## src/rtl/fixed_divider_pkg.sv

```systemverilog
// Shared types and the saturation rule for the sequential fixed-point divider.
package fixed_divider_pkg;

  typedef enum logic [1:0] {IDLE, CALC, FINISH, DONE} div_state_t;

  typedef struct packed {
    logic [63:0] value;
    logic        overflow;
  } sat_t;

  // Turns an unsigned magnitude plus a sign into a two's-complement value
  // clamped to a signed field of 'width' bits (width < 64).
  function automatic sat_t sat_signed(input logic [63:0] mag, input logic neg,
                                      input int unsigned width);
    logic [63:0] bound;
    sat_t        r;
    bound      = 64'd1 << (width - 1);
    r.overflow = 1'b0;
    if (!neg && (mag > bound - 64'd1)) begin
      r.value    = bound - 64'd1;
      r.overflow = 1'b1;
    end else if (neg && (mag > bound)) begin
      r.value    = ~bound + 64'd1;
      r.overflow = 1'b1;
    end else begin
      r.value = neg ? (~mag + 64'd1) : mag;
    end
    return r;
  endfunction

endpackage

```

## src/rtl/fixed_divider_div_step.sv

```systemverilog
// One restoring-division step: shift a dividend bit into the remainder and
// subtract the divisor when it fits.
module div_step #(
  parameter int B_WIDTH = 16
) (
  input  logic [B_WIDTH:0]   rem,
  input  logic               dividend_msb,
  input  logic [B_WIDTH-1:0] b_mag,
  output logic [B_WIDTH:0]   rem_next,
  output logic               q_bit
);

  logic [B_WIDTH+1:0] rem_shift;
  logic [B_WIDTH+1:0] b_ext;

  assign rem_shift = {rem, dividend_msb};
  assign b_ext     = {2'b00, b_mag};

  // NOTE: every output is assigned on every path, so no latch can be inferred.
  always_comb begin
    q_bit    = 1'b0;
    rem_next = (B_WIDTH+1)'(rem_shift);
    if (rem_shift >= b_ext) begin
      q_bit    = 1'b1;
      rem_next = (B_WIDTH+1)'(rem_shift - b_ext);
    end
  end

endmodule

```

## src/rtl/fixed_divider.sv

```systemverilog
// Sequential signed fixed-point divider: out = (a <<< IN_SCALE) / b, truncated
// toward zero and saturated, one quotient bit per clock over valid/ready.
module fixed_divider
  import fixed_divider_pkg::*;
#(
  parameter int A_WIDTH   = 16,
  parameter int B_WIDTH   = 16,
  parameter int OUT_WIDTH = 32,
  parameter int IN_SCALE  = 16
) (
  input  logic                 clk,
  input  logic                 arst,
  input  logic                 in_valid,
  output logic                 in_ready,
  input  logic [A_WIDTH-1:0]   a,
  input  logic [B_WIDTH-1:0]   b,
  output logic                 out_valid,
  input  logic                 out_ready,
  output logic [OUT_WIDTH-1:0] out,
  output logic                 div_by_zero,
  output logic                 overflow
);

  localparam int N     = A_WIDTH + IN_SCALE;
  localparam int CNT_W = $clog2(N);

  div_state_t         state, state_next;
  logic [N-1:0]       dvd;
  logic [B_WIDTH-1:0] b_mag;
  logic [B_WIDTH:0]   rem;
  logic [CNT_W-1:0]   cnt;
  logic               neg;
  logic               b_zero;

  logic [A_WIDTH-1:0] a_abs;
  logic [B_WIDTH-1:0] b_abs;
  logic [B_WIDTH:0]   rem_next;
  logic               q_bit;
  sat_t               sat_res;
  logic               unused_sat_hi;

  // Magnitudes are unsigned, so the most negative inputs fit without overflow.
  assign a_abs = a[A_WIDTH-1] ? (~a + A_WIDTH'(1)) : a;
  assign b_abs = b[B_WIDTH-1] ? (~b + B_WIDTH'(1)) : b;

  div_step #(.B_WIDTH(B_WIDTH)) u_step (
    .rem          (rem),
    .dividend_msb (dvd[N-1]),
    .b_mag        (b_mag),
    .rem_next     (rem_next),
    .q_bit        (q_bit)
  );

  // After N steps the dividend register holds the quotient magnitude.
  assign sat_res       = sat_signed(64'(dvd), neg, OUT_WIDTH);
  assign unused_sat_hi = ^sat_res.value[63:OUT_WIDTH];

  // NOTE: sequential state uses non-blocking assignments so every register
  // samples pre-edge values; reset is asynchronous and clears everything.
  always_ff @(posedge clk or posedge arst) begin
    if (arst) state <= IDLE;
    else      state <= state_next;
  end

  always_comb begin
    state_next = state;
    case (state)
      IDLE:    if (in_valid) state_next = (b == '0) ? FINISH : CALC;
      CALC:    if (cnt == CNT_W'(N - 1)) state_next = FINISH;
      FINISH:  state_next = DONE;
      DONE:    if (out_ready) state_next = IDLE;
      default: state_next = IDLE;
    endcase
  end

  always_comb begin
    in_ready = (state == IDLE);
  end

  always_ff @(posedge clk or posedge arst) begin
    if (arst) begin
      dvd         <= '0;
      b_mag       <= '0;
      rem         <= '0;
      cnt         <= '0;
      neg         <= 1'b0;
      b_zero      <= 1'b0;
      out         <= '0;
      out_valid   <= 1'b0;
      div_by_zero <= 1'b0;
      overflow    <= 1'b0;
    end else begin
      case (state)
        IDLE: begin
          if (in_valid) begin
            dvd    <= {a_abs, {IN_SCALE{1'b0}}};
            b_mag  <= b_abs;
            neg    <= a[A_WIDTH-1] ^ b[B_WIDTH-1];
            b_zero <= (b == '0);
            rem    <= '0;
            cnt    <= '0;
          end
        end
        CALC: begin
          rem <= rem_next;
          dvd <= {dvd[N-2:0], q_bit};
          cnt <= cnt + CNT_W'(1);
        end
        FINISH: begin
          out_valid <= 1'b1;
          if (b_zero) begin
            // b's sign bit is 0 here, so neg is just the sign of a.
            out         <= neg ? {1'b1, {(OUT_WIDTH-1){1'b0}}}
                               : {1'b0, {(OUT_WIDTH-1){1'b1}}};
            div_by_zero <= 1'b1;
            overflow    <= 1'b0;
          end else begin
            out         <= sat_res.value[OUT_WIDTH-1:0];
            div_by_zero <= 1'b0;
            overflow    <= sat_res.overflow;
          end
        end
        DONE: begin
          if (out_ready) out_valid <= 1'b0;
        end
        default: ;
      endcase
    end
  end

endmodule

```

## config.mk

```make
export PLATFORM = sky130hd
export DESIGN_NAME = fixed_divider
export DESIGN_NICKNAME = d
export VERILOG_FILES = /design/src/rtl/fixed_divider_pkg.sv /design/src/rtl/fixed_divider_div_step.sv /design/src/rtl/fixed_divider.sv
export SDC_FILE = /design/constraint.sdc
export NUM_CORES = 1
export LEC_CHECK = 0
export ABC_AREA = 1
export CAP_MARGIN = 40
export CORE_ASPECT_RATIO = 1.75
export CORE_MARGIN = 10
export CORE_UTILIZATION = 30
export DETAILED_ROUTE_END_ITERATION = 12
export GPL_TIMING_DRIVEN = 0
export PLACE_DENSITY = 0.55
export SYNTH_ARGS = -nofsm -noshare
export SYNTH_HDL_FRONTEND = slang
export SYNTH_SLANG_ARGS = --single-unit
```

## constraint.sdc

```tcl
create_clock -name clk -period 5.2 [get_ports clk]
set_input_delay 1.04 -clock clk [delete_from_list [all_inputs] [get_ports clk]]
set_output_delay 1.04 -clock clk [all_outputs]
set_load 0.05 [all_outputs]
```

### Layout detail

Scale bar: 10 um. Region (55, 100) to (85, 130) um. Cells in gray, sequential cells in the stronger gray; small squares are vias.
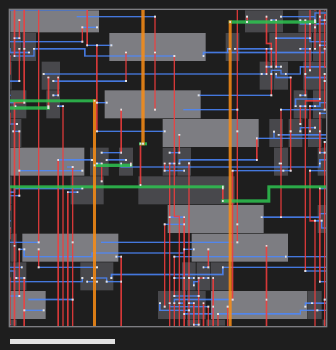
color	layer
red	met2
blue	met1
green	met3
orange	met4
cells with their middle in the window	47
sequential cells in the window	9
netlist names of flops here include	dvd (4), rem (2)
most frequent	nand2_1 (13), dfrtp_1 (9), inv_1 (7)

### Signal wires on met1

Supply wires on this layer in gray.
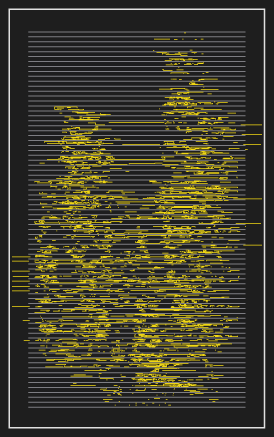
longest straight run	36.8 um
main direction	horizontal
share of all routed wire	35%
wire length on this layer	8100 um
met1 Usage GRT: 13.15%
Post-Route WL: 22880 um
routed vias: 7120

### Signal wires by layer

Only two layers are drawn.
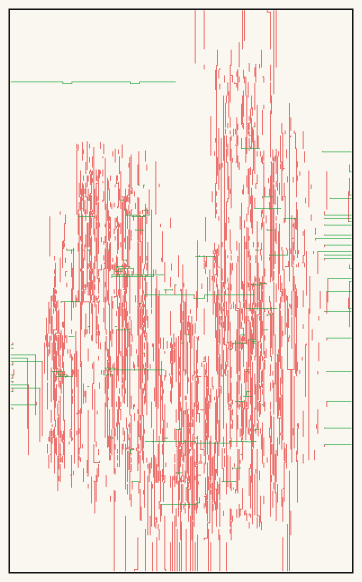
color	layer	wire length
red	met2	12800 um
green	met3	728 um
routed wire length per instance: 15.58 um
aggregate global-route resource usage: 14.34%

==> results.txt <==
Physical implementation.

- The run finished with clean final reports.
- Entering global routing, the biggest net connects 81 pins.
- The final sequential cell count is around 110.
- The depth of the worst register-to-register path is 14.
- For the completed layout, the total cell area is recorded as between 8000 and 9000 um2.
- The wire length of the first global-routing pass is roughly 37000 um.
- The signal on the critical path passes through inv_1 > ha_1 > clkdlybuf4s50_1.
- The met3 global-route usage is approximately 2.3%.
- The destination of the critical timing path is in_ready.
- Per the detail_route log, met2 wirelength is 12820 um.
- The area share of xor/xnor cells in the synthesized design is 4.300%.
- The number of logged tool warnings is 29.
- The power per unit of standard cell area is 761.7 nW/um2.
- The yosys cell count is roughly 1100.
- Across all setup checks in the final design, the least slack found is 2.148 ns.
- Detailed-route iteration 0 reported a violation count of 423.
- In this build the clock could be raised as far as roughly 330 MHz.
- The non-clock inverters instantiated in the layout total 139.
- TritonCTS built the clock tree.
- The worst hold path was traced through 2 stages.
- The switching power share of the total is a little over half.
- The non-filler instance count after layout is around 1500.
- The number of buffers added to fix hold violations after cts is 0.
- The cell type of the slowest stage on the worst timing path is sky130_fd_sc_hd__clkdlybuf4s50_1.
- The tally of yosys warning messages is 0.
- The total stage count of the critical path is 3.
- The CTS report gives the tree buffer count as 9.
- Counting every sink on the clock net gives approximately 110.
- The origin of the critical flop-to-flop path is dvd[31].
- For this run, design rule violations remaining after detail routing come to 0.
- The combinational fraction of the cell area is a little under half.
- The clock network latency to the later pin of the worst-skew pair is between 0.3 and 0.4 ns.
- sky130_fd_sc_hd__dfrtp_1 takes more of the synthesized area than any other cell.
### The metal 4 layer

Supply wires on this layer in gray.
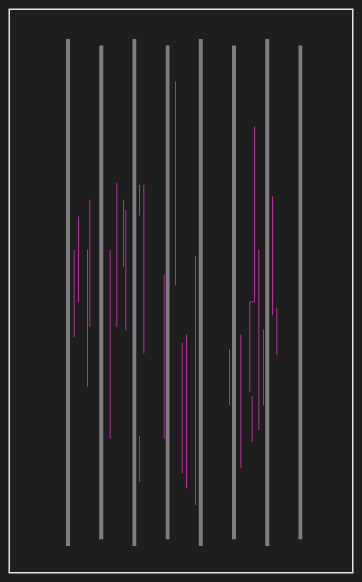
share of all routed wire	5.4%
wire length on this layer	1230 um
longest straight run	101 um
main direction	vertical
nets with wire on the layer	22

### Clock routing

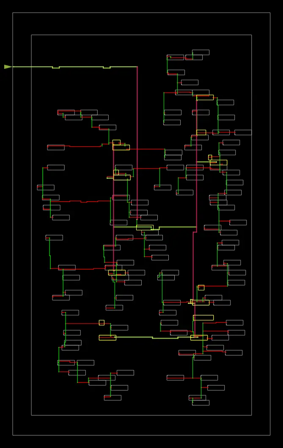
Worst Clk Skew: 0.01139 ns
Clk. pwr: 0.000745 W
number of clock-tree buffers in the layout: 10

-- cells in the mapped netlist, types with 9 or more instances --
cell type	n
sky130_fd_sc_hd__nand3_1	70
sky130_fd_sc_hd__nand2_1	273
sky130_fd_sc_hd__inv_1	134
sky130_fd_sc_hd__nand3b_1	9
sky130_fd_sc_hd__nand4_1	26
sky130_fd_sc_hd__nand2_2	24
sky130_fd_sc_hd__nor2_1	146
sky130_fd_sc_hd__a21oi_2	20
sky130_fd_sc_hd__o21ai_0	57
sky130_fd_sc_hd__clkbuf_1	21
sky130_fd_sc_hd__o22ai_1	18
sky130_fd_sc_hd__ha_1	25
sky130_fd_sc_hd__xor2_1	30
sky130_fd_sc_hd__dfrtp_1	109
sky130_fd_sc_hd__a21oi_1	42
sky130_fd_sc_hd__buf_2	10
-- layout by cell type, fill, tap and decap left out, types with 2 or more instances in the layout --
| cell type | synthesis | final |
|---|---|---|
| sky130_fd_sc_hd__ha_1 | 25 | 25 |
| sky130_fd_sc_hd__a22o_1 | 2 | 2 |
| sky130_fd_sc_hd__clkbuf_16 | 0 | 9 |
| sky130_fd_sc_hd__o211ai_1 | 6 | 6 |
| sky130_fd_sc_hd__a21oi_2 | 20 | 20 |
| sky130_fd_sc_hd__a22oi_1 | 2 | 2 |
| sky130_fd_sc_hd__nor2_1 | 146 | 146 |
| sky130_fd_sc_hd__o21ai_0 | 57 | 57 |
| sky130_fd_sc_hd__inv_1 | 134 | 133 |
| sky130_fd_sc_hd__clkdlybuf4s50_1 | 0 | 69 |
| sky130_fd_sc_hd__inv_6 | 1 | 2 |
| sky130_fd_sc_hd__nand3b_1 | 9 | 9 |
| sky130_fd_sc_hd__inv_2 | 4 | 4 |
| sky130_fd_sc_hd__dfrtp_1 | 109 | 109 |
| sky130_fd_sc_hd__buf_12 | 2 | 2 |
| sky130_fd_sc_hd__xor2_1 | 30 | 30 |
| sky130_fd_sc_hd__nor2_4 | 2 | 2 |
| sky130_fd_sc_hd__nor3_1 | 8 | 8 |
| sky130_fd_sc_hd__nand2_1 | 273 | 273 |
| sky130_fd_sc_hd__o22ai_1 | 18 | 18 |
| sky130_fd_sc_hd__nand3_1 | 70 | 70 |
| sky130_fd_sc_hd__nand3_2 | 2 | 2 |
| sky130_fd_sc_hd__clkbuf_1 | 21 | 21 |
| sky130_fd_sc_hd__xnor2_1 | 7 | 7 |
| sky130_fd_sc_hd__buf_2 | 10 | 10 |
| sky130_fd_sc_hd__clkinvlp_4 | 0 | 2 |
| sky130_fd_sc_hd__nand4_1 | 26 | 26 |
| sky130_fd_sc_hd__o31ai_1 | 2 | 2 |
| sky130_fd_sc_hd__nand2_2 | 24 | 24 |
| sky130_fd_sc_hd__a21oi_1 | 42 | 42 |
-- power by group through the flow --
stage               Sequential [W]  Combinational [W]  Clock (W)
CTS                        0.00151            0.00463   0.000761
floorplan                  0.00189            0.00297          0
global placement           0.00152            0.00457          0
global route               0.00156            0.00513   0.000798
finish                     0.00151            0.00457   0.000745
detailed placement         0.00153            0.00461          0
Power is estimated from default activity; no workload was simulated.
